Fig. 1: wiring by layer
(3 px per um)
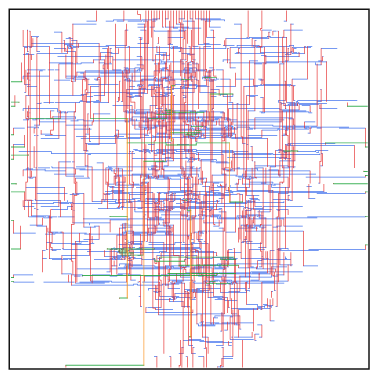
Fig. 2: the metal 2 layer
(2 px per um)
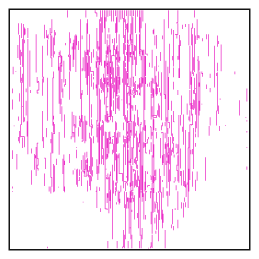
Fig. 3: signal wires on met3
(2 px per um) Cells faint in the background.
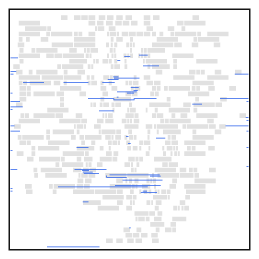
Fig. 4: clock nets
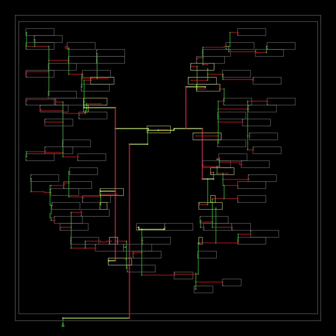
Fig. 5: power grid
(3 px per um) Pins as bars on the die edge. Tap cells in grey.
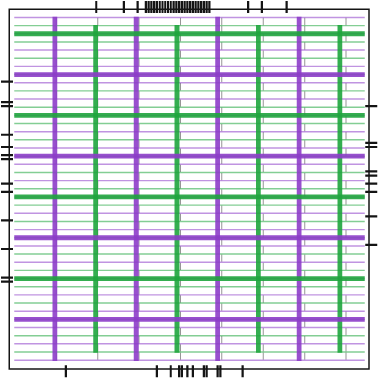
==> config.mk <==
export PLATFORM = sky130hd
export DESIGN_NAME = rob_pr_free_q
export DESIGN_NICKNAME = d
export VERILOG_FILES = /design/src/rtl/rob_pr_free_q.sv
export SDC_FILE = /design/constraint.sdc
export NUM_CORES = 1
export LEC_CHECK = 0
export ABC_CLOCK_PERIOD_IN_PS = 9250
export CAP_MARGIN = 25
export CORE_UTILIZATION = 30
export CTS_CLUSTER_DIAMETER = 30
export DETAILED_ROUTE_END_ITERATION = 8
export PLACE_DENSITY = 0.55
export SYNTH_ARGS = -nofsm -noshare
export SYNTH_HDL_FRONTEND = slang
export SYNTH_SLANG_ARGS = --single-unit
==> constraint.sdc <==
create_clock -name CLK -period 9.25 [get_ports CLK]
set_input_delay 1.85 -clock CLK [delete_from_list [all_inputs] [get_ports CLK]]
set_output_delay 1.85 -clock CLK [all_outputs]
set_load 0.05 [all_outputs]
==> reports/metrics.cfg <==
[placed_design]
pre_cts_slack_ps = 4140
port_buffers = 63
gp_routability_congestion = 0.862
dp_hpwl_um = 8370

[synthesis]
synth_seq_share_pct = 48.9
yosys_area_sq_um = 4140
edf_count = 64
ys_async_sr_fraction_pct = 0
synth_cells = 389
synth_cell_type_count = 56
syn_nets = 428
synth_warnings = 0
syn_area_per_cell_sq_um = 10.6
syn-cell-area_sq_um = 4140
ys_ff = 69
flop_cell = edfxtp_1
ys_cells = 389

[cts]
hold_buffers = 0
clockBufferDepth = 2
cts_sinks = 69
cts_tree = yes
htree_num_levels = 3
cts_root_buf = clkbuf_16
clk_latency_ps = 340
cts_setup_buffers = 0
path_clk_slew_ps = 60
post_cts_resized = 0

[critical_path]
cp_data_arrival_time_ps = 3610
cp-start-kind = register
cp.required_ps = 7400
path_class = register to output port
path_max_fanout = 42
r2r_slack_ps = 6190

[finish]
drive_gt1_share_pct = 10.4
antenna_cells = 0
layout-area-overhead-vs-synth_pct = 27.7
lay_top_cells = edfxtp_1, clkdlybuf4s50_1, and2_1, nand2_1, a21oi_1
final_nets = 488

[timing]
hold_viol_final = 0
tightest_slew_ps = 900
slew_headroom_pct = 40.0
setup_viol = 0
layout_setup_ws_ps = 3790
fmax_ghz = 0.183
totalNegativeSetupSlack_ps = 0
drv_slew = 0
min_period_over_period_pct = 59.0
fin_crit_ps = 5460
rsz0062_at_grt = false

[pwr]
p_leak_nw = 1.84
intPower_mw = 0.788
p_sw_share_pct = 36.5
switching_power_mw = 0.453
clkPwrFrac_pct = 29.5
p_comb_share_pct = 37.1
power.density_nw_per_um2 = 235

[drt]
ant_nets = 0
first_pass_iters = 4
via_per_inst = 5.27
first_iter_violations = 179
drcViolationCount = 0

[grt]
grt_util_met1_pct = 21.6
top_usage_layer = met2
grt_max_degree = 43
antenna_found_initial = 0
grt_pass1_vias = 3443
grt_overflow_total = 0
grt_pass1_wl_um = 18500

[flow_run]
openroad.warnings = 26
max_cap_viol_count = 0

[hold_path]
hold_path_depth = 2
min_path_type = register to register

[floorplan]
pin_count = 64
chipArea_sq_um = 14300
initCoreUtil_pct = 31.0

[outcome]
outcome = finished, final reports clean

Back to the opening pictures, Fig. 1:
M2: shown in red, wire length 5700 um. M3: shown in green, wire length 405 um. M1: shown in blue, wire length 5280 um. M4: shown in orange, wire length 224 um.
routed vias: 3323
DR WL/cell: 18.4 um
Post-Route WL: 11600 um
GRT Total Usage: 17.0%

Back to the opening pictures, Fig. 2:
The layer carries 5700 um of wire. The layer holds 49% of the routed length. The wires run mostly vertical. 411 nets have wire on it. The longest straight run is 57.5 um.
GR Layer Usage met2: 28.2%

Back to the opening pictures, Fig. 3:
The longest straight run is 44.6 um. 47 nets have wire on it. The layer carries 405 um of wire. The wires run mostly horizontal. The layer holds 3.5% of the routed length.
GR met3 Demand/Resource: 2.87%

Back to the opening pictures, Fig. 4:
CTS Buf Count: 9
setup skew after layout: 9.81 ps
clock buffer count: 9

Back to the opening pictures, Fig. 5:
VDD: shown in green. VSS: shown in purple.
176 tap cells. 8 straps on met4. The core has 42 rows.
core area: 13300 sq um
Die W: 119 um
Die Y: 119 um
Max VDD drop: 0.0000891 V

-- power groups by stage --
stage / logic [mW] / clock network (mW) / registers [mW]
floorplan: 0.330 / 0 / 0.411
global placement: 0.453 / 0 / 0.420
detailed placement: 0.457 / 0 / 0.420
CTS: 0.460 / 0.371 / 0.415
global route: 0.497 / 0.386 / 0.420
finish: 0.461 / 0.366 / 0.414
-- logic make-up after synthesis --
logic type | count (synthesis) | synth area share, %
compound gates | 100 | 17.1
buf+inv | 33 | 3.27
simple gates | 154 | 22.5
xor+xnor | 3 | 0.635
mux | 30 | 7.59
flops | 69 | 48.9
-- synthesized netlist by cell type (3+ instances only) --
cell | count | area (sq um)
edfxtp_1 | 64 | 1920
and2_1 | 58 | 363
nand2_1 | 43 | 161
a21oi_1 | 23 | 115
o21ai_0 | 23 | 115
mux2i_1 | 19 | 190
o221ai_1 | 16 | 140
clkbuf_1 | 14 | 52.6
inv_1 | 14 | 52.6
mux2_2 | 11 | 124
nand2b_1 | 7 | 43.8
o22ai_1 | 7 | 43.8
a22o_1 | 6 | 52.6
nor2_1 | 6 | 22.5
and3_1 | 5 | 31.3
dfxtp_1 | 5 | 100
and4b_1 | 4 | 40.0
nand3_1 | 4 | 20.0
nand4_1 | 4 | 25.0
a22oi_1 | 3 | 22.5
and4bb_2 | 3 | 37.5
buf_2 | 3 | 15.0
nand3b_1 | 3 | 22.5
o22a_1 | 3 | 26.3
o32a_1 | 3 | 30.0
-- layout make-up --
class,instances,area (sq um)
multi-input combinational,287,1980
sequential,69,2020
clock buffer,9,225
inverter,14,52.6
clock inverter,7,90.1
fill,1345,8070
timing repair buffer,68,688
tap,176,220
-- metal layers --
layer | routed length (um) | vias to the layer above
met5 | 0 | -
met4 | 224 | 0
met3 | 404 | 14
met2 | 5700 | 92
met1 | 5280 | 1624
li1 | - | 1593
-- critical path, stage by stage, from the launching register on --
cell and delay [ps]:
dfxtp_1 300, buf_4 440, and2b_4 280, a32oi_1 590
nand2b_1 250, o221ai_1 220, o21ai_0 130, a21oi_1 210
clkdlybuf4s50_1 830
-- through the flow --
| step | instances | power [mW] | utilization (%) | area, sq um | hold WS (ps) |
|---|---|---|---|---|---|
| 3_5_place_dp | 614 | 0.878 | 37.2 | 4970 | 473 |
| 3_3_place_gp | 613 | 0.873 | 37.0 | 4940 | 471 |
| 2_1_floorplan | 389 | 0.741 | - | 4140 | 456 |
| 6_report | 630 | 1.24 | 39.6 | 5280 | 480 |
| 5_1_grt | 630 | 1.30 | 39.6 | 5280 | 508 |
| 4_1_cts | 630 | 1.25 | 39.6 | 5280 | 481 |
No activity file was given, so power comes from the tool's default toggle rates.
